**src/rtl/mips_cache_pkg.sv**
```systemverilog
// Shared types for the MIPS memory arbiter: FSM state encoding and requester ids.
package mips_cache_pkg;

  typedef enum logic [1:0] {
    IDLE    = 2'd0,
    GRANT_I = 2'd1,
    GRANT_D = 2'd2,
    GRANT_W = 2'd3
  } arb_state_e;

  typedef enum logic [1:0] {
    REQ_I = 2'd0,
    REQ_D = 2'd1,
    REQ_W = 2'd2
  } req_id_e;

  function automatic arb_state_e grant_state(req_id_e id);
    case (id)
      REQ_I:   return GRANT_I;
      REQ_D:   return GRANT_D;
      default: return GRANT_W;
    endcase
  endfunction

endpackage

```
**src/rtl/mips_arb_priority_sel.sv**
```systemverilog
// Combinational next-grant selection for the memory arbiter.
// A write jumps the queue when its buffer entry aliases a pending read or when reads have starved it.
module mips_arb_priority_sel
  import mips_cache_pkg::*;
(
  input  logic    i_req_i,
  input  logic    d_req_i,
  input  logic    w_req_i,
  input  logic    wb_addr_hit_i,
  input  logic    starve_i,
  output logic    grant_vld_o,
  output req_id_e grant_id_o
);

  always_comb begin
    grant_vld_o = 1'b1;
    grant_id_o  = REQ_I;
    if (w_req_i && (wb_addr_hit_i || starve_i)) begin
      grant_id_o = REQ_W;
    end else if (i_req_i) begin
      grant_id_o = REQ_I;
    end else if (d_req_i) begin
      grant_id_o = REQ_D;
    end else if (w_req_i) begin
      grant_id_o = REQ_W;
    end else begin
      grant_vld_o = 1'b0;
    end
  end

endmodule

```
**src/rtl/mips_mem_arbiter.sv**
```systemverilog
// Three-way Avalon memory arbiter (instruction fetch, data read, write-buffer drain).
// Optional write-starvation guard enabled by defining MIPS_ARB_STARVE_GUARD_EN.
module mips_mem_arbiter
  import mips_cache_pkg::*;
#(
  parameter int unsigned STARVE_LIMIT = 8
)
(
  input  logic        clk,
  input  logic        rst,
  input  logic        i_req,
  input  logic [31:0] i_addr,
  input  logic        d_req,
  input  logic [31:0] d_addr,
  input  logic        w_req,
  input  logic [31:0] w_addr,
  input  logic [31:0] w_data,
  input  logic [3:0]  w_byteenable,
  input  logic        wb_addr_hit,
  output logic        i_ack,
  output logic        d_ack,
  output logic        w_ack,
  output logic [31:0] rdata,
  output logic [31:0] mem_address,
  output logic        mem_read,
  output logic        mem_write,
  output logic [31:0] mem_writedata,
  output logic [3:0]  mem_byteenable,
  input  logic        waitrequest,
  input  logic [31:0] mem_readdata,
  output logic        busy
);

  arb_state_e  state_q, state_d;
  logic        sel_vld;
  req_id_e     sel_id;
  logic        starve;
  logic        i_ack_q, d_ack_q, w_ack_q;
  logic [31:0] rdata_q;
  logic        done;

  mips_arb_priority_sel u_sel (
    .i_req_i       (i_req),
    .d_req_i       (d_req),
    .w_req_i       (w_req),
    .wb_addr_hit_i (wb_addr_hit),
    .starve_i      (starve),
    .grant_vld_o   (sel_vld),
    .grant_id_o    (sel_id)
  );

`ifdef MIPS_ARB_STARVE_GUARD_EN
  logic [15:0] starve_cnt_q, starve_cnt_d;
  logic        arb_now;

  assign arb_now = (state_q == IDLE) && sel_vld;

  // Saturates at the limit; any write grant or an idle write buffer restarts the count.
  always_comb begin
    starve_cnt_d = starve_cnt_q;
    if (!w_req || (arb_now && sel_id == REQ_W)) begin
      starve_cnt_d = '0;
    end else if (arb_now && starve_cnt_q < 16'(STARVE_LIMIT)) begin
      starve_cnt_d = starve_cnt_q + 16'd1;
    end
  end

  always_ff @(posedge clk) begin
    if (!rst) starve_cnt_q <= '0;
    else      starve_cnt_q <= starve_cnt_d;
  end

  assign starve = (starve_cnt_q >= 16'(STARVE_LIMIT));
`else
  assign starve = 1'b0;
`endif

  always_ff @(posedge clk) begin
    if (!rst) state_q <= IDLE;
    else      state_q <= state_d;
  end

  // Requests are not re-checked once granted; a grant ends only on the bus handshake.
  always_comb begin
    state_d = state_q;
    case (state_q)
      IDLE:    if (sel_vld) state_d = grant_state(sel_id);
      default: if (!waitrequest) state_d = IDLE;
    endcase
  end

  always_comb begin
    mem_read       = 1'b0;
    mem_write      = 1'b0;
    mem_address    = '0;
    mem_writedata  = '0;
    mem_byteenable = '0;
    busy           = (state_q != IDLE);
    case (state_q)
      GRANT_I: begin
        mem_read       = 1'b1;
        mem_address    = i_addr;
        mem_byteenable = 4'b1111;
      end
      GRANT_D: begin
        mem_read       = 1'b1;
        mem_address    = d_addr;
        mem_byteenable = 4'b1111;
      end
      GRANT_W: begin
        mem_write      = 1'b1;
        mem_address    = w_addr;
        mem_writedata  = w_data;
        mem_byteenable = w_byteenable;
      end
      default: ;
    endcase
  end

  assign done = (state_q != IDLE) && !waitrequest;

  always_ff @(posedge clk) begin
    if (!rst) begin
      i_ack_q <= 1'b0;
      d_ack_q <= 1'b0;
      w_ack_q <= 1'b0;
      rdata_q <= '0;
    end else begin
      i_ack_q <= done && (state_q == GRANT_I);
      d_ack_q <= done && (state_q == GRANT_D);
      w_ack_q <= done && (state_q == GRANT_W);
      if (done && (state_q != GRANT_W)) rdata_q <= mem_readdata;
    end
  end

  assign i_ack = i_ack_q;
  assign d_ack = d_ack_q;
  assign w_ack = w_ack_q;
  assign rdata = rdata_q;

endmodule

```
**config.mk**
```make
export PLATFORM = sky130hd
export DESIGN_NAME = mips_mem_arbiter
export DESIGN_NICKNAME = d
export VERILOG_FILES = /design/src/rtl/mips_cache_pkg.sv /design/src/rtl/mips_arb_priority_sel.sv /design/src/rtl/mips_mem_arbiter.sv
export SDC_FILE = /design/constraint.sdc
export NUM_CORES = 1
export LEC_CHECK = 0
export CAP_MARGIN = 10
export CORE_AREA = 3 3 107 109
export CTS_BUF_LIST = sky130_fd_sc_hd__clkbuf_2
export DETAILED_ROUTE_END_ITERATION = 8
export DIE_AREA = 0 0 110 112
export PLACE_DENSITY = 0.75
export SYNTH_ARGS = -nofsm -noshare
export SYNTH_HDL_FRONTEND = slang
export SYNTH_HIERARCHICAL = 1
export SYNTH_SLANG_ARGS = --single-unit
```
**constraint.sdc**
```tcl
create_clock -name clk -period 4.45 [get_ports clk]
set_input_delay 0.89 -clock clk [delete_from_list [all_inputs] [get_ports clk]]
set_output_delay 0.89 -clock clk [all_outputs]
set_load 0.01 [all_outputs]
```
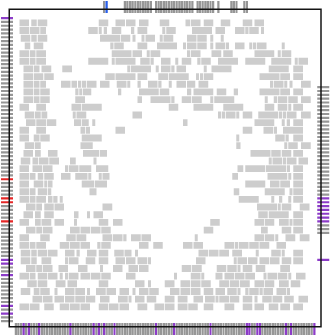
Run 1: ports around the boundary
Pins as bars across the die edge, other pins in gray.
[w_addr] purple | pins: 32 | direction: input | edge: 18 south, 8 east, 6 west
[w_req] blue | pins: 1 | direction: input | edge: north
[w_byteenable] red | pins: 4 | direction: input | edge: west
all pins by edge: 116 south, 80 west, 41 north, 40 east
I/O Buffers: 276
Die X: 110 um
die y size: 112 um

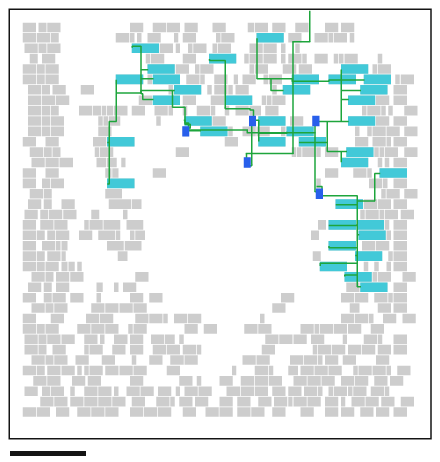
Run 1: routed clock nets over the placement
Scale bar: 20 um.
[flip-flops] cyan | count: 37
[cells driving clock nets] blue | count: 5
[clock wires] green | length: 440 um
routed clock nets: 6
clk_skew: 0.02393 ns
Clock group: 148 uW

==> GITHUB_STEP_SUMMARY, run 1 <==
### Yosys + OpenROAD results

| Metric | Value |
|---|---|
| Critical path type | reg2out |
| Initial drt markers | 362 |
| Gate power share | 58.8% |
| DRC viols | 1 |
| Share of layout cells above drive strength 1 | 2.698% |
| Cell count along the critical path | 6 |
| Met3 GRT Util | 5.275% |
| Met3 wirelength from detailed routing | between 1000 and 1500 um |
| Core footprint | 0.01070 mm2 |
| Mapped Area | between 0.002 and 0.0025 mm2 |
| Power density over the cells | approximately 250 mW/mm2 |
| CTS tree | done |
| Worst hold path startpoint | rdata[19]$_SDFFE_PN0P_ |
| H-tree depth | 2 |
| Seq. pwr | ~390 uW |
| Post-synthesis cell count | 296 |
| Clock Path Buffers | 2 |
| Yosys warns | 6 |
| Max Cap Viol | 0 |
| CTS-repair resized insts | 0 |
| Crit path launch | state_q[1]$_SDFFE_PN0P_ |
| Synthesized flop and latch total | 37 |
| CTS root buffer | clkbuf_2 |
| Hold WC Path Type | reg2reg |
| Hold-fix buffers, CTS | 0 |
| CP top delay family | buffers and inverters |
| HPWL Detailed | 9482 um |
| Placed Area | between 0.005 and 0.006 mm2 |
| Worst-skew pair later-pin latency | 0.37 ns |
| Slew @ Worst Pin | about 1.1 ns |
| Internal | 840.4 uW |
| R2R Setup Slk | 2.43 ns |
| Status | complete, but fails checks |
| Hold Crit Depth | 2 |
| Worst R2R End | rdata[8]$_SDFFE_PN0P_ |
| Max stage delay on crit path | slightly above 0.7 ns |
| Crit. End Element | output pin |
| Vias in the first global route | 3339 |
| CTS Buf Count | 5 |
| Post-synth area hogs | dfxtp_1 (32%), a222oi_1 (14%), mux2i_1 (14%) |
| Post-CTS setup buffers | 0 |
| Post-Route Setup TNS | 0 ns |
| Sw Share | 35.37% |
| Comb power | ~760 uW |
| Ports | 277 |
| Area leader, netlist | dfxtp_1 |
| Finish-stage setup viols | 0 |
| Die ar. | 0.01232 mm2 |
| Met1 Use GR | 19.22% |
| Final WL | 11510 um |
| Met1 WL | 4258 um |
| Worst path cell trace | inv_1 > ha_1 > buf_4 > a222oi_1 > nor2_1 > clkdlybuf4s50_1 |
| Worst EP required | 3.56 ns |
| Antenna-violating nets left | 0 |
| Crit path to | mem_address[16] |
| Chip Area, Yosys | 0.002337 mm2 |
| Highest routed metal layer | met5 |
| Worst Path Max Fanout | 21 |
| Hold Path End | rdata[19]$_SDFFE_PN0P_ |
| Clock-pin slew on the worst setup and hold paths | 0.20 ns |
| Initial antenna violation count | 1 |
| Largest net degree at the start of global routing | 69 |
| Most used routing layer | met2 |
| Sw Pwr | between 400 and 500 uW |
| Share of power burned in the clock network | 11.4% |
| Unique masters post-synth | 22 |
| Hold slack | 0.4675 ns |
| CTS Sinks | 37 |
| Global-route wire length before repair | 17120 um |
| R2r worst-path depth | 4 |
| Lkg Pwr | approximately 2.0 nW |
| Peak VDD IR | 0.1205 mV |
| Area grow syn2layout | 123.1% |
| Cell area after layout | 0.005215 mm2 |
| Worst path bufs/invs | 3 |
| Routed met2 length | between 5000 and 6000 um |
| DR pass1 iterations | 9 |
| Pre-Place Util | 21.85% |
| Via count | approximately 3.3k |
| Comb gate area | 0.001440 mm2 |
| Mean Syn Cell Area | 7.896 um2 |
| Number of fill cells | around 1.0k |
| FP Rows | 38 |
| Total GRT Usage | 17.57% |
| RSZ-0062 raised after global routing | false |
| Area share, top type | a little under a third |
| Fmax | approximately 270 MHz |
| Synth Seq Share | 31.69% |
| Inserted Diodes | 0 |
| Nets | 732 |
| Vias/cell | approximately 4.7 |
| Total power | ~1.3 mW |
| Crit path time final | 3.639 ns |
| Main power group | combinational cells |
| RR Startpoint | state_q[0]$_SDFFE_PN0P_ |
| Pins over their slew limit | 0 |
| Share of power burned in registers | around 30% |
| Global route overflow | 0 |
| Layout Utilization | 48.75% |
| Worst Setup Start Kind | flop |
| Failing checks | DRC |
| Ratio of final minimum period to clock period | 81.77% |
| Sequential Area | ~740 um2 |
| Met2 Use GR | 32.56% |
| Routability Congestion | about 0.93 |
| Worst Path Arrival | 2.75 ns |
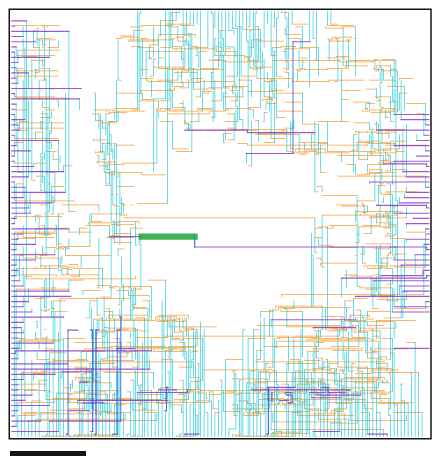
Run 1: metal layers overlaid
Scale bar: 20 um.
[met1] orange | wire length: 4260 um
[met5] green | wire length: 13.8 um
[met3] purple | wire length: 1100 um
[met2] cyan | wire length: 5950 um
[met4] blue | wire length: 187 um

[run 1: layout make-up]
class                      count  share of cell area, %
clock inverter                 3                 0.3119
sequential                    37                  14.20
multi-input combinational    225                  27.62
inverter                       4                 0.2879
timing repair buffer         282                  53.74
tap                          140                  3.359
clock buffer                   5                 0.4798
[run 1: placed cells by master (no fill, tap or decap), drive strengths merged, types with 3 or more instances in the layout]
cell type and count:
clkdlybuf4s50 275, nand2 65, nor2 38, dfxtp 37
a222oi 32, and2 32, mux2i 32, buf 7
ha 6, clkbuf 5, inv 5, a21oi 4
o21ai 3, and3 3
[run 1: synthesized netlist by cell type, drive strengths merged]
| master | number |
|---|---|
| a211oi | 2 |
| a21oi | 4 |
| a222oi | 32 |
| and2 | 32 |
| and3 | 3 |
| and3b | 1 |
| and4b | 1 |
| buf | 8 |
| clkbuf | 23 |
| conb | 1 |
| dfxtp | 37 |
| ha | 6 |
| inv | 4 |
| mux2i | 32 |
| nand2 | 65 |
| nor2 | 38 |
| nor3 | 1 |
| nor4bb | 1 |
| o21ai | 3 |
| o31a | 1 |
| or3 | 1 |
[run 1: per-stage QoR]
stage | setup WS, ns | std cells
CTS | 0.7874 | 696
detailed placement | 1.282 | 688
global route | 0.6951 | 696
finish | 0.8113 | 696
floorplan | 2.216 | 297
global placement | 1.272 | 688
[run 1: cells by family after synthesis]
family          share of synthesized area (%)
compound gates                          16.22
fa+ha+maj                               3.212
simple gates                            28.16
mux                                     13.70
flops                                   31.69
buf+inv                                 6.852
other cells                            0.1604
[run 1: sequential cells by signal, summed over array words and instances, names as in the netlist]
register	flops
rdata	32
state_q	2
d_ack	1
i_ack	1
w_ack	1
==> run 1 -> run 2 <==
==> constraint.sdc (replaced) <==
create_clock -name clk -period 3.7 [get_ports clk]
set_input_delay 0.74 -clock clk [delete_from_list [all_inputs] [get_ports clk]]
set_output_delay 0.74 -clock clk [all_outputs]
set_load 0.01 [all_outputs]
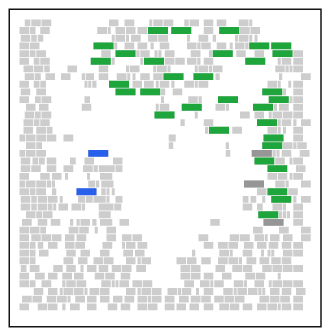
Run 2: where the registers sit
[state_q] blue | flops: 2
[rdata] green | flops: 32
not colored: 3
Layout Utilization: 48.58%
Sequential Area: 740.7 um2
Seq. pwr: 465 uW

==> run 2 against run 1 <==
  * The flow now finishes without violations
  * Cell count fell by 0.43%
  * Worst setup slack got worse by 0.40 ns
  * Worst hold slack improved by 0.00063 ns
  * Wire length rose by 0.87%
  * Synthesized cell count did not move
  * Clock power rose by 16%
  * Non-clock buffer count fell by 2
  * Critical path depth fell by 2
  * Largest power group unchanged
==> GITHUB_STEP_SUMMARY, run 2 <==
### Yosys + OpenROAD results

| Metric | Value |
|---|---|
| Ao+oa area frac | 16.22% (unchanged) |
| R2R Setup Slk | 1.64 ns (-0.79 ns) |
| Xor+xnor area frac | 0% (unchanged) |
| Core footprint | 0.01070 mm2 (unchanged) |
| Initial antenna violation count | 1 (unchanged) |
| Max Cap Viol | 0 (unchanged) |
| Hold slack | 0.4681 ns (+0.0006330 ns) |
| Peak VDD IR | 0.1795 mV (+49%) |
| Clock-pin slew on the worst setup and hold paths | 0.19 ns (about the same) |
| Total power | 1.546 mW (+19%) |
| Worst path cell trace | ha_1 > a222oi_1 > nor2_1 > clkdlybuf4s50_1 |
| Pins over their slew limit | 0 (unchanged) |
| Post-synthesis cell count | 296 (unchanged) |
| Placed Area | 0.005159 mm2 (-0.29%) |
| Worst setup margin | 0.4086 ns (-0.4027 ns) |
| Post-CTS setup buffers | 0 (unchanged) |
| MUX area fraction | 13.70% (unchanged) |
| Routability Congestion | 0.9426 (+1.1%) |
| Lkg Pwr | 1.947 nW (-0.90%) |
| Worst rel slew slack | between 20% and 30% |
| R2r worst-path depth | 4 (unchanged) |
| Hold WC Path Type | reg2reg |
| Number of synthesized flops with an enable pin | 0 (unchanged) |
| Status | completed |
| Vias in the first global route | 3330 (-0.27%) |
| Hold Crit Depth | 2 (unchanged) |
| Post-Route Setup TNS | 0 ns (unchanged) |
| H-tree depth | 2 (unchanged) |
| Vias/cell | 4.655 (-0.95%) |
| Synthesized flop and latch total | 37 (unchanged) |
| Clk_skew | 0.02117 ns (-0.002753 ns) |
| CTS Buf Count | 5 (unchanged) |
| Ports | 277 (unchanged) |
| Final WL | 11610 um (+0.87%) |
| Critical path type | reg2out |
| Initial drt markers | 309 (-15%) |
| RSZ-0062 raised after global routing | false |
| Tool Warnings | 31 |
| CTS-repair resized insts | 0 (unchanged) |
| Mean Syn Cell Area | 7.896 um2 (unchanged) |
| Area leader, netlist | dfxtp_1 |
| Worst R2R End | rdata[8]$_SDFFE_PN0P_ |
| Top FF cell, synth | dfxtp_1 |
| Crit path time final | 3.291 ns |
| Largest net degree at the start of global routing | 69 (unchanged) |
| CTS root buffer | clkbuf_2 |
| Pre-Place Util | 21.85% (unchanged) |
| Via count | 3226 (-1.4%) |
| DR pass1 iterations | 8 (-1) |
| Cell area after layout | 0.005197 mm2 (-0.34%) |
| RR Startpoint | state_q[0]$_SDFFE_PN0P_ |
| Final std cells w/o fill | 693 (-0.43%) |
| AND/OR/NAND/NOR Cells, Area Fraction | 28.16% (unchanged) |
| Inserted Diodes | 0 (unchanged) |
| Total GRT Usage | 17.93% (+0.35 points) |
| Worst hold path startpoint | rdata[4]$_SDFFE_PN0P_ |
| Dpl ws | 0.5927 ns (-0.6890 ns) |
| Die X | 110 um (unchanged) |
| # Cells Yosys | 296 |
| CTS Sinks | 37 (unchanged) |
| Global-route wire length before repair | 17340 um (+1.3%) |
| Hold-fix buffers, CTS | 0 (unchanged) |
| Antenna-violating nets left | 0 (unchanged) |
| Crit. End Element | output pin |
| DRC viols | 0 (-1) |
| Inst Count DP | 686 (-0.29%) |
| Clock Path Buffers | 2 (unchanged) |
| Max reg flops | 32 (unchanged) |
| Worst EP required | 2.96 ns (-0.60 ns) |
| Worst Setup Start Kind | flop |
| Hold Path End | rdata[4]$_SDFFE_PN0P_ |
| Slew @ Worst Pin | 1.096 ns (+0.01434 ns) |
| Area share, top type | 31.69% (unchanged) |
| Post-synth area hogs | dfxtp_1 (32%), a222oi_1 (14%), mux2i_1 (14%) |
| Worst-skew pair later-pin latency | 0.36 ns (about the same) |
| Most frequent cells in the layout | clkdlybuf4s50_1 (275), nand2_1 (65), nor2_1 (38), dfxtp_1 (37) |
| Area grow syn2layout | 122.4% |
| Mapped Area | 0.002337 mm2 (unchanged) |
| Fmax | 303.8 MHz |
| Unique masters post-synth | 22 (unchanged) |
| Comb gate area | 0.001443 mm2 (+0.17%) |
| WL/cell | between 15 and 20 um |
| Dominant combinational family | simple AND/OR/NAND/NOR gates |
| Critical-path top delay cell | ha_1 |
| Ratio of final minimum period to clock period | around 89% |
| Die ar. | 0.01232 mm2 (unchanged) |
| I/O Buffers | 276 (unchanged) |
| Synth Seq Share | 31.69% (unchanged) |
| HPWL Detailed | 9540 um (+0.61%) |
| Share of layout cells above drive strength 1 | 2.532% (-0.17 points) |
| Finish-stage setup viols | 0 (unchanged) |
| Yosys warns | 6 (unchanged) |
| Chip Area, Yosys | 0.002337 mm2 (unchanged) |
| Max stage delay on crit path | 0.85 ns (+0.13 ns) |
| FP Rows | 38 (unchanged) |
| Count leader, synth | nand2_1 |
| Final hold violation count | 0 |
| CTS tree | done |
| Adder share | 3.212% (unchanged) |
| Synth cell count leaders | nand2_1 (65), nor2_1 (38), dfxtp_1 (37) |
| Global route overflow | 0 (unchanged) |
| Nets | 730 (-0.27%) |
| Worst Path Max Fanout | 38 (+81%) |
| Number of fill cells | 991 (-1.0%) |
| Asr flop ratio synth | 0% (unchanged) |
| Top cell excl fill/tap | clkdlybuf4s50_1 |
| Die y size | 112 um (unchanged) |
| Worst Path Arrival | 2.55 ns (-0.20 ns) |
| Power density over the cells | 297.4 mW/mm2 (+19%) |
-- run 2: cell counts after synthesis --
No cell type changed its count.
-- run 2: cells by family after synthesis --
group / after synthesis
and+or+nand+nor: 143
AOI/OAI and AO/OA: 42
DFF: 37
buffers and inverters: 35
muxes: 32
adders and majority gates: 6
other: 1
-- run 2: worst max-delay path: cells and delay by family (launching register included) --
family          cells  cell delay [ns]
compound gates      1             0.16
flops               1             0.45
fa+ha+maj           1             0.85
buf+inv             1             0.55
simple gates        1             0.18
-- run 2: layer usage --
layer | vias up | track usage (%) | part of all wire [%] | routed length [um]
li1 | 1550 | - | - | -
met1 | 1451 | 19.61 | 35 | 4105
met2 | 197 | 31.76 | 51 | 5871
met3 | 26 | 5.971 | 11 | 1265
met4 | 2 | 6.234 | 3.0 | 354
met5 | - | 0 | 0.11 | 13
-- run 2: area by class of cell --
class                      instances  area share, %
clock buffer                       5         0.4815
clock inverter                     2         0.2167
inverter                           4         0.2889
multi-input combinational        225          27.76
sequential                        37          14.25
tap                              140          3.370
timing repair buffer             280          53.64
-- run 2: power breakdown --
group / switching [mW] / total (mW) / internal [mW]
Sequential: 0.0239 / 0.465 / 0.441
Combinational: 0.390 / 0.909 / 0.519
Clock: 0.130 / 0.171 / 0.0408
-- run 2: how the worst max path moves through the flow --
stage / start / endpoint / slack, ns
after floorplan: state_q[1]$_SDFFE_PN0P_ / mem_address[0] / 1.62
after global placement: state_q[1]$_SDFFE_PN0P_ / mem_address[15] / 0.63
after detailed placement: state_q[1]$_SDFFE_PN0P_ / mem_address[9] / 0.59
after CTS: state_q[1]$_SDFFE_PN0P_ / mem_address[22] / 0.10
after global routing: state_q[0]$_SDFFE_PN0P_ / mem_byteenable[2] / 0.002
final: state_q[0]$_SDFFE_PN0P_ / mem_address[11] / 0.41
==> run 2 -> run 3 <==
--- a/config.mk
+++ b/config.mk
@@ -6,10 +6,11 @@
 export NUM_CORES = 1
 export LEC_CHECK = 0
 export CAP_MARGIN = 10
-export CORE_AREA = 3 3 107 109
+export CORE_AREA = 2 2 106 108
 export CTS_BUF_LIST = sky130_fd_sc_hd__clkbuf_2
 export DETAILED_ROUTE_END_ITERATION = 8
-export DIE_AREA = 0 0 110 112
+export DIE_AREA = 0 0 108 110
+export MAX_ROUTING_LAYER = met4
 export PLACE_DENSITY = 0.75
 export SYNTH_ARGS = -nofsm -noshare
 export SYNTH_HDL_FRONTEND = slang
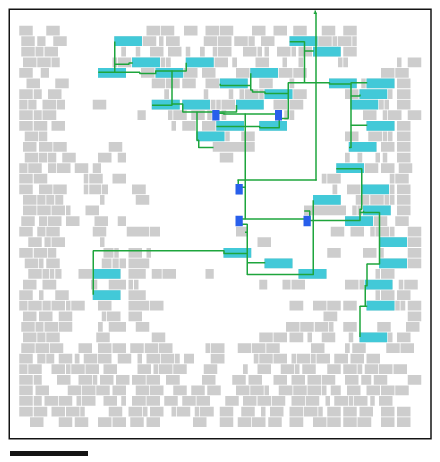
Run 3: routed clock nets over the placement
Scale bar: 20 um.
[flip-flops] cyan | count: 37
[cells driving clock nets] blue | count: 5
[clock wires] green | length: 516 um
routed clock nets: 6

==> run 3 against run 2 <==
  * Via count down 0.19%
  * Critical endpoint unchanged
  * Die area down 3.6%
  * Power is 11% higher
  * Sequential share of layout area down 0.19 points
  * Largest power group unchanged
==> GITHUB_STEP_SUMMARY, run 3 <==
### Yosys + OpenROAD results

| Metric | Value |
|---|---|
| Status | completed |
| Power density over the cells | 324.3 mW/mm2 (+9.0%) |
| Hold Crit Depth | 2 (unchanged) |
| Worst Path Arrival | 2.62 ns (+0.07 ns) |
| Clock-pin slew on the worst setup and hold paths | 0.21 ns (+0.02 ns) |
| Gate power share | 53.4% (-5.4 points) |
| Inst Count DP | 687 (+0.15%) |
| DRC viols | 0 (unchanged) |
| Vias/cell | 4.626 (-0.62%) |
| Top FF cell, synth | dfxtp_1 |
| Hold WC Path Type | reg2reg |
| Die ar. | 0.01188 mm2 (-3.6%) |
| CTS tree | done |
| Asr flop ratio synth | 0% (unchanged) |
| Peak VDD IR | 0.1606 mV (-11%) |
| H-tree depth | 2 (unchanged) |
| CTS Sinks | 37 (unchanged) |
| Worst EP required | 2.96 ns (about the same) |
| Clock Path Buffers | 2 (unchanged) |
| AND/OR/NAND/NOR Cells, Area Fraction | 28.16% (unchanged) |
| Mapped Area | 0.002337 mm2 (unchanged) |
| HPWL Detailed | 9039 um (-5.3%) |
| Ao+oa area frac | 16.22% (unchanged) |
| Initial antenna violation count | 1 (unchanged) |
| Fmax | 297.5 MHz (-2.1%) |
| Post-synthesis cell count | 296 (unchanged) |
| MUX area fraction | 13.70% (unchanged) |
| Global route overflow | 0 (unchanged) |
| CTS Buf Count | 5 (unchanged) |
| Initial drt markers | 292 (-5.5%) |
| Hold-fix buffers, CTS | 0 (unchanged) |
| Worst rel slew slack | 27.14% (+0.23 points) |
| Top cell excl fill/tap | clkdlybuf4s50_1 |
| Internal | 1.150 mW (+15%) |
| Comb gate area | 0.001445 mm2 (+0.17%) |
| Final std cells w/o fill | 696 (+0.43%) |
| Layout Utilization | 49.24% (+0.66 points) |
| Sw Share | 32.69% (-2.5 points) |
| Met2 Use GR | 33.02% (+1.3 points) |
| Most frequent cells in the layout | clkdlybuf4s50_1 (275), nand2_1 (65), nor2_1 (38), dfxtp_1 (37) |
| Die y size | 110 um (-1.8%) |
| Sw Pwr | 558.4 uW (+2.6%) |
| CTS root buffer | clkbuf_2 |
| Max reg flops | 32 (unchanged) |
| Worst path cell trace | ha_1 > a222oi_1 > nor2_1 > clkdlybuf4s50_1 |
| Area leader, netlist | dfxtp_1 |
| # Cells Yosys | 296 (unchanged) |
| Critical path type | reg2out |
| Dpl ws | 0.5290 ns (-0.06376 ns) |
| Die X | 108 um (-1.8%) |
| Share of layout cells above drive strength 1 | 3.243% (+0.71 points) |
| Antenna-violating nets left | 0 (unchanged) |
| Area share, top type | 31.69% (unchanged) |
| Synth Seq Share | 31.69% (unchanged) |
| Clk_skew | 0.01606 ns (-0.005114 ns) |
| DR pass1 iterations | 8 (unchanged) |
| R2r worst-path depth | 4 (unchanged) |
| Tool Warnings | 31 (unchanged) |
| I/O Buffers | 276 (unchanged) |
| Number of synthesized flops with an enable pin | 0 (unchanged) |
| Xor+xnor area frac | 0% (unchanged) |
| Lkg Pwr | 1.982 nW (+1.8%) |
| Global-route wire length before repair | 16730 um (-3.5%) |
| Worst setup margin | 0.3381 ns (-0.07042 ns) |
| Nets | 731 (+0.14%) |
| Post-synth area hogs | dfxtp_1 (32%), a222oi_1 (14%), mux2i_1 (14%) |
| Final WL | 11300 um (-2.7%) |
| Met1 Use GR | 20.44% (+0.83 points) |
| Finish-stage setup viols | 0 (unchanged) |
| Routability Congestion | 0.9010 (-4.4%) |
| Pre-Place Util | 21.85% (unchanged) |
| Dominant combinational family | simple AND/OR/NAND/NOR gates |
| Share of power burned in registers | 27.2% (-2.9 points) |
| Area grow syn2layout | 125.4% |
| Share of power burned in the clock network | 19.4% (+8.3 points) |
| Ratio of final minimum period to clock period | 90.86% (+1.9 points) |
| Largest net degree at the start of global routing | 69 (unchanged) |
| Worst Setup Start Kind | flop |
| Max Cap Viol | 0 (unchanged) |
| Post-Route Setup TNS | 0 ns (unchanged) |
| Synth cell count leaders | nand2_1 (65), nor2_1 (38), dfxtp_1 (37) |
| Critical-path top delay cell | ha_1 |
| Crit. End Element | output pin |
| Slew @ Worst Pin | 1.093 ns (-0.003433 ns) |
| Worst path bufs/invs | 1 (unchanged) |
| Worst Path Max Fanout | 38 (unchanged) |
| Hold slack | 0.4719 ns (+0.003761 ns) |
| RSZ-0062 raised after global routing | false |
run 3: cell counts after synthesis:
Identical to the previous run, type by type.
run 3: path summary, 6_finish.rpt:
path                                start                     end  slack [ns]
hold reg to reg     rdata[8]$_SDFFE_PN0P_   rdata[8]$_SDFFE_PN0P_        0.47
setup reg to reg  state_q[0]$_SDFFE_PN0P_  rdata[10]$_SDFFE_PN0P_        1.64
hold / removal      rdata[8]$_SDFFE_PN0P_   rdata[8]$_SDFFE_PN0P_        0.47
setup / recovery  state_q[1]$_SDFFE_PN0P_         mem_address[11]        0.34
run 3: area by class of cell:
class	instances	share of cell area, %
flip-flops and latches	37	14.06
repair buffers	281	53.06
diodes	1	0.04751
inverters	4	0.2850
multi-input cells	225	27.43
clock buffers	5	0.4751
clock inverters	3	1.306
well taps	140	3.325
run 3: timing repair:
| action | in CTS | in global routing |
|---|---|---|
| setup endpoints to repair | 0 | 26 |
| resized | 0 | 2 |
| buffers inserted | 0 | 0 |
run 3: power groups by stage:
stage               clock [mW]  combinational, mW  sequential [mW]
global placement             0              0.899            0.471
global route             0.367              0.976            0.470
finish                   0.331              0.912            0.465
floorplan                    0              0.383            0.490
CTS                      0.347              0.917            0.465
detailed placement           0              0.912            0.474
run 3: kinds of logic after synthesis:
logic type	after synthesis
and+or+nand+nor	143
buffers and inverters	35
DFF	37
adders and majority gates	6
muxes	32
AOI/OAI and AO/OA	42
other	1
run 3: per-layer routing:
layer  part of all wire [%]  up-vias
met3                    9.6        6
met5                      0        -
li1                       -     1554
met4                   0.92        0
met1                     39     1471
met2                     51      189
run 3: worst register-to-register path: cells and delay by family (launching register included):
kind	cells	cell delay [ns]
buf+inv	1	0.49
mux	1	0.29
fa+ha+maj	1	0.57
flops	1	0.40
simple gates	1	0.24
Power figures rest on the tool's default switching activity, not on a simulated workload.
